**Local utilization**

The die is cut into 14 by 10 equal tiles; white is low, dark blue is high, 0 to 100% covered.
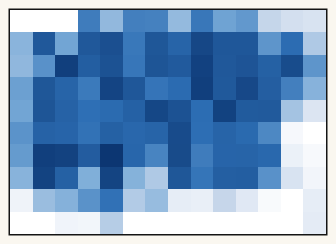
**The metal 3 layer**

The bar under the picture is 50 um long.
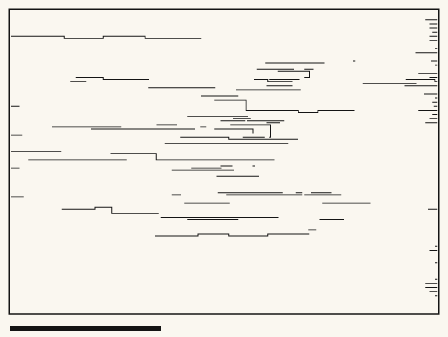
**Sequential cells coloured by netlist name**

The bar under the picture is 50 um long. Other sequential cells in the stronger grey, the rest of the logic in the fainter grey.
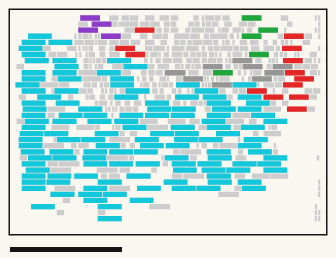
## src/rtl/riscv_uart_rx_fifo_pkg.sv

```systemverilog
// Shared UART definitions: APB register offsets, status/control bit positions
// and the APB access decoder used by the RX FIFO.
package uart_p;

  localparam logic [11:0] A_RXD  = 12'h010;
  localparam logic [11:0] A_STS  = 12'h014;
  localparam logic [11:0] A_CTRL = 12'h018;

  localparam int unsigned STS_NEMPTY  = 0;
  localparam int unsigned STS_FULL    = 1;
  localparam int unsigned STS_OVR     = 2;
  localparam int unsigned STS_FERR    = 3;
  localparam int unsigned STS_PERR    = 4;
  localparam int unsigned STS_IRQ_EN  = 5;
  localparam int unsigned STS_CNT_LSB = 8;

  localparam int unsigned CTRL_FLUSH  = 0;
  localparam int unsigned CTRL_IRQ_EN = 1;

  typedef enum logic [1:0] {
    AccNone,
    AccRxdRd,
    AccStsRd,
    AccCtrlWr
  } acc_e;

  function automatic acc_e decode_acc(input logic access, input logic write,
                                      input logic [11:0] off);
    acc_e a;
    a = AccNone;
    if (access) begin
      if (!write && off == A_RXD) a = AccRxdRd;
      else if (!write && off == A_STS) a = AccStsRd;
      else if (write && off == A_CTRL) a = AccCtrlWr;
    end
    return a;
  endfunction

endpackage

```

## src/rtl/riscv_uart_rx_fifo_sync_fifo.sv

```systemverilog
// Single-clock FIFO with occupancy count; flush wins over push and pop.
// Storage is not reset, only pointers and count.
module riscv_sync_fifo #(
  parameter int unsigned WIDTH = 8,
  parameter int unsigned DEPTH = 16,
  localparam int unsigned AW   = $clog2(DEPTH),
  localparam int unsigned CW   = AW + 1
) (
  input  logic             clk,
  input  logic             rst_n,
  input  logic             push,
  input  logic             pop,
  input  logic             flush,
  input  logic [WIDTH-1:0] din,
  output logic [WIDTH-1:0] dout,
  output logic [CW-1:0]    count,
  output logic             full,
  output logic             empty
);

  logic [WIDTH-1:0] mem_q [DEPTH];
  logic [AW-1:0]    wptr_q, wptr_d, rptr_q, rptr_d;
  logic [CW-1:0]    cnt_q, cnt_d;
  logic             do_push, do_pop;

  assign full    = (cnt_q == CW'(DEPTH));
  assign empty   = (cnt_q == '0);
  assign count   = cnt_q;
  assign dout    = mem_q[rptr_q];
  assign do_pop  = pop & ~empty;
  // A pop frees a slot in the same cycle, so a full FIFO still accepts.
  assign do_push = push & (~full | do_pop);

  always_comb begin
    wptr_d = wptr_q;
    rptr_d = rptr_q;
    cnt_d  = cnt_q;
    if (flush) begin
      wptr_d = '0;
      rptr_d = '0;
      cnt_d  = '0;
    end else begin
      if (do_push) wptr_d = wptr_q + AW'(1);
      if (do_pop)  rptr_d = rptr_q + AW'(1);
      if (do_push && !do_pop)      cnt_d = cnt_q + CW'(1);
      else if (do_pop && !do_push) cnt_d = cnt_q - CW'(1);
    end
  end

  always_ff @(posedge clk or negedge rst_n) begin
    if (!rst_n) begin
      wptr_q <= '0;
      rptr_q <= '0;
      cnt_q  <= '0;
    end else begin
      wptr_q <= wptr_d;
      rptr_q <= rptr_d;
      cnt_q  <= cnt_d;
    end
  end

  always_ff @(posedge clk) begin
    if (do_push && !flush) mem_q[wptr_q] <= din;
  end

endmodule

```

## src/rtl/riscv_uart_rx_fifo.sv

```systemverilog
// UART receive FIFO with APB register front-end: data pop, sticky error
// status, flush/irq-enable control and a registered level interrupt.
module riscv_uart_rx_fifo #(
  parameter int unsigned XLEN  = 32,
  parameter int unsigned DBITS = 8,
  parameter int unsigned DEPTH = 16
) (
  input  logic             clk,
  input  logic             rst_n,
  input  logic             rx_valid,
  input  logic [DBITS-1:0] rx_data,
  input  logic             rx_frame_err,
  input  logic             rx_parity_err,
  input  logic             sel,
  input  logic             enable,
  input  logic             write,
  input  logic [XLEN-1:0]  addr,
  input  logic [XLEN-1:0]  wdata,
  output logic [XLEN-1:0]  rdata,
  output logic             irq
);
  import uart_p::*;

  localparam int unsigned CW = $clog2(DEPTH) + 1;

  acc_e             acc;
  logic             rd_rxd, rd_sts, wr_ctrl, flush, pop, push, space;
  logic             set_ovr, set_ferr, set_perr;
  logic [DBITS-1:0] dout;
  logic [CW-1:0]    count;
  logic             full, empty;
  logic [XLEN-1:0]  sts, rdata_q, rdata_d;
  logic             ovr_q, ovr_d, ferr_q, ferr_d, perr_q, perr_d;
  logic             irq_en_q, irq_en_d, irq_q, irq_d;
  logic             unused_bits;

  assign unused_bits = ^{addr[XLEN-1:12], wdata[XLEN-1:2]};

  assign acc     = decode_acc(sel & enable, write, addr[11:0]);
  assign rd_rxd  = (acc == AccRxdRd);
  assign rd_sts  = (acc == AccStsRd);
  assign wr_ctrl = (acc == AccCtrlWr);
  assign flush   = wr_ctrl & wdata[CTRL_FLUSH];

  assign pop   = rd_rxd & ~empty;
  assign space = ~full | pop;
  assign push  = rx_valid & ~rx_frame_err & space & ~flush;

  // A flush discards the incoming character silently, so no flag is raised.
  assign set_ovr  = rx_valid & ~space & ~flush;
  assign set_ferr = rx_valid & rx_frame_err & ~flush;
  assign set_perr = rx_valid & rx_parity_err & ~rx_frame_err & ~flush;

  riscv_sync_fifo #(
    .WIDTH (DBITS),
    .DEPTH (DEPTH)
  ) u_fifo (
    .clk   (clk),
    .rst_n (rst_n),
    .push  (push),
    .pop   (pop),
    .flush (flush),
    .din   (rx_data),
    .dout  (dout),
    .count (count),
    .full  (full),
    .empty (empty)
  );

  always_comb begin
    sts                        = '0;
    sts[STS_NEMPTY]            = ~empty;
    sts[STS_FULL]              = full;
    sts[STS_OVR]               = ovr_q;
    sts[STS_FERR]              = ferr_q;
    sts[STS_PERR]              = perr_q;
    sts[STS_IRQ_EN]            = irq_en_q;
    sts[STS_CNT_LSB +: CW]     = count;
  end

  always_comb begin
    rdata_d = rdata_q;
    if (rd_rxd) rdata_d = empty ? '0 : XLEN'(dout);
    else if (rd_sts) rdata_d = sts;

    // Status read clears old flags but a flag raised this cycle survives.
    ovr_d  = (ovr_q  & ~rd_sts) | set_ovr;
    ferr_d = (ferr_q & ~rd_sts) | set_ferr;
    perr_d = (perr_q & ~rd_sts) | set_perr;

    irq_en_d = wr_ctrl ? wdata[CTRL_IRQ_EN] : irq_en_q;
    irq_d    = irq_en_q & (~empty | ovr_q | ferr_q);
  end

  always_ff @(posedge clk or negedge rst_n) begin
    if (!rst_n) begin
      rdata_q  <= '0;
      ovr_q    <= 1'b0;
      ferr_q   <= 1'b0;
      perr_q   <= 1'b0;
      irq_en_q <= 1'b0;
      irq_q    <= 1'b0;
    end else begin
      rdata_q  <= rdata_d;
      ovr_q    <= ovr_d;
      ferr_q   <= ferr_d;
      perr_q   <= perr_d;
      irq_en_q <= irq_en_d;
      irq_q    <= irq_d;
    end
  end

  assign rdata = rdata_q;
  assign irq   = irq_q;

endmodule

```

## config.mk

```make
export PLATFORM = sky130hd
export DESIGN_NAME = riscv_uart_rx_fifo
export DESIGN_NICKNAME = d
export VERILOG_FILES = /design/src/rtl/riscv_uart_rx_fifo_pkg.sv /design/src/rtl/riscv_uart_rx_fifo_sync_fifo.sv /design/src/rtl/riscv_uart_rx_fifo.sv
export SDC_FILE = /design/constraint.sdc
export NUM_CORES = 1
export LEC_CHECK = 0
export CORE_ASPECT_RATIO = 0.7
export CORE_MARGIN = 2
export CORE_UTILIZATION = 52
export CTS_BUF_LIST = sky130_fd_sc_hd__clkbuf_8
export CTS_CLUSTER_DIAMETER = 150
export DETAILED_ROUTE_END_ITERATION = 6
export PLACE_DENSITY = 0.78
export SLEW_MARGIN = 25
export SYNTH_ARGS = -nofsm -noshare
export SYNTH_HDL_FRONTEND = slang
export SYNTH_SLANG_ARGS = --single-unit
```

## constraint.sdc

```tcl
create_clock -name clk -period 3.15 [get_ports clk]
set_input_delay 0.63 -clock clk [delete_from_list [all_inputs] [get_ports clk]]
set_output_delay 0.63 -clock clk [all_outputs]
set_load 0.02 [all_outputs]
```

==> results.toml <==
# yosys + openroad results
[worst_setup_path]
path_delay_family = "AND-OR/OR-AND gates"
crit_fanout = 4
cp-start-kind = "input port"
rr_startpoint = "u_fifo.count[2]"
worstPathRequired_ns = 3.53
arrival_ns = 3.46
criticalPathCategory = "input port to flop"
worstPathCellList = "clkdlybuf4s50_1, nor4_2, nand3_2, nor3_2, ha_2, nor2b_4, a211oi_4, nand2_2, fa_2, a21o_1, a21oi_4, mux2i_1, a22oi_1, o21ai_1"
critical_path.max_stage_delay_ns = 0.42
crit_buf_inv = 1
slowest_stage = "clkdlybuf4s50_1"
cp-end-kind = "flop"

[pwr]
comb_power_share = 0.159
clk-power_mw = 1.32
p_clk_frac = 0.286
switchingPower_mw = 1.298
power_leader = "registers"
p_comb_uw = 733
p_leak_nw = 3.054
ir_drop_v = 0.0003549
design_power_total_mw = 4.605
seqPwrFrac = 0.555
p_sw_frac = 0.2819

[clock_tree]
cts_buffers = 17
clock_path_buffers = 2
htree_levels = 4
cts_root_buf = "clkbuf_8"
cts_hold_buf = 0
clk_latency_ns = 0.45
cts_tree = "done"
clk_pin_slew_ns = 0.09

[floorplanning]
dieArea_sq_mm = 0.01416
placementRows = 35
fp.dieH_um = 100.1
ios = 113
die-width_um = 141.3

[final_layout]
layout_top_cell = "edfxtp_1"
inverters = 11
nFlopsAndLatches = 159
sh_comb_area = 0.2605
nets = 609
area_growth_pct = 19.13
nonClkBufAreaFrac = 0.1019
n_antenna_cell = 0
logic_area_sq_mm = 0.002131
final_cell_area_sq_mm = 0.008180
clock_area_frac = 0.04237
seq_share = 0.5649
nFillCells = 935
layout-drive-gt1-share = 0.2287
largest_register_ffs = 128
clkbuf_count = 17
regMostFlops = "u_fifo.mem_q"
lay_top_cells = "edfxtp_1, buf_4, nor2_1, dfrtp_1, clkdlybuf4s50_1"
layout.comb_gates.multi_input = 235

[grt]
grt_usage = 0.2105
grt_max_degree = 32
gr-usage-met3 = 0.05677
met1_usage = 0.3161
grt_pass1_vias = 3864
grt_overflow = 0
grt.met2_usage = 0.3129

[logic_synthesis]
syn_area_sq_mm = 0.006867
aoi_share = 0.05703
ys_async_sr_fraction = 0.1950
ys_cells = 423
ys_ff = 159
ys_types = 53
fa_ha_area_frac = 0.02478
synth-warning-count = 0
synthFlopType = "edfxtp_1"
netlist_top_cells_area = "edfxtp_1, dfrtp_1, mux4_1"
yosysTopAreaCell = "edfxtp_1"
ys_seq_frac = 0.6727
edf_count = 128
synthCells = 423
mux_share = 0.1215
top_area_frac = 0.5598
ys_sh_xor = 0.01148
common_cells = "edfxtp_1, dfrtp_1, nor2_1, nand2_1, buf_4"
synth_dominant_cell_count = "edfxtp_1"
syn_area_per_cell_sq_um = 16.23

[sta]
worstMarginPinSlew_ns = 0.6494
final_hold_viol_count = 0
finClkSkew_ns = 0.01148
final.min_clock_period_ns = 3.089
fin_tns_setup_ns = 0
finalCritPeriodShare = 0.9806
setup_viol = 0

[route]
final_antenna_net_count = 0
drt_first_iter_violations = 423
firstDrtPassIters = 5
wirelength_um = 14180
num_vias = 3924
top_layer = "met4"
wl_met1_um = 6417
wl_per_cell_um = 20.40

[run]
warning_count = 83
max_cap_viol_count = 0

[place]
placed_area_sq_mm = 0.007702
gp_congestion = 0.8770

[outcome]
status = "finished, final reports clean"

[min_path]
worstHoldStart = "rdata[10]"
Back to the opening pictures, 'local utilization':
emptiest ninth of the die	bottom right
mean over tiles	56%
nearly empty tiles	11%
tiles over 75% full	44%
fullest tile	98%
Layout Utilization: 0.6290
Init Core Util: 0.5279
core area: 0.01301 sq mm

Back to the opening pictures, 'the metal 3 layer':
wire length on this layer	1030 um
longest straight run	40.5 um
share of all routed wire	7.3%
nets with wire on the layer	71

Back to the opening pictures, 'sequential cells coloured by netlist name':
colour	signal	sequential cells
red	`rdata`	13
cyan	`u_fifo.mem_q`	128
purple	`u_fifo.wptr_q`	4
green	`u_fifo.count`	5

==> stage by stage <==
stage               hold WS (ns)  setup slack (ns)  std cells
floorplan                 0.3344           -0.1778        441
global placement          0.4619           -0.4906        658
detailed placement        0.4728           -0.5671        658
CTS                       0.4952           0.01574        692
global route              0.5320           -0.1099        695
finish                    0.4903           0.06109        695
==> worst paths after layout <==
| path | endpoint | depth (start not counted) |
|---|---|---|
| worst max-delay path | u_fifo.count[4] | 14 |
| worst min-delay path | rdata[10] | 2 |
| worst max register to register | u_fifo.count[4] | 9 |
| worst min register to register | rdata[10] | 2 |
| max in group asynchronous | u_fifo.rptr_q[0] | 2 |
| min in group asynchronous | rdata[10] | 2 |
==> repair_timing <==
item	in CTS	in global routing
gates resized	2	21
setup endpoints to repair	2	2
pin swaps	7	15
setup buffers	2	3
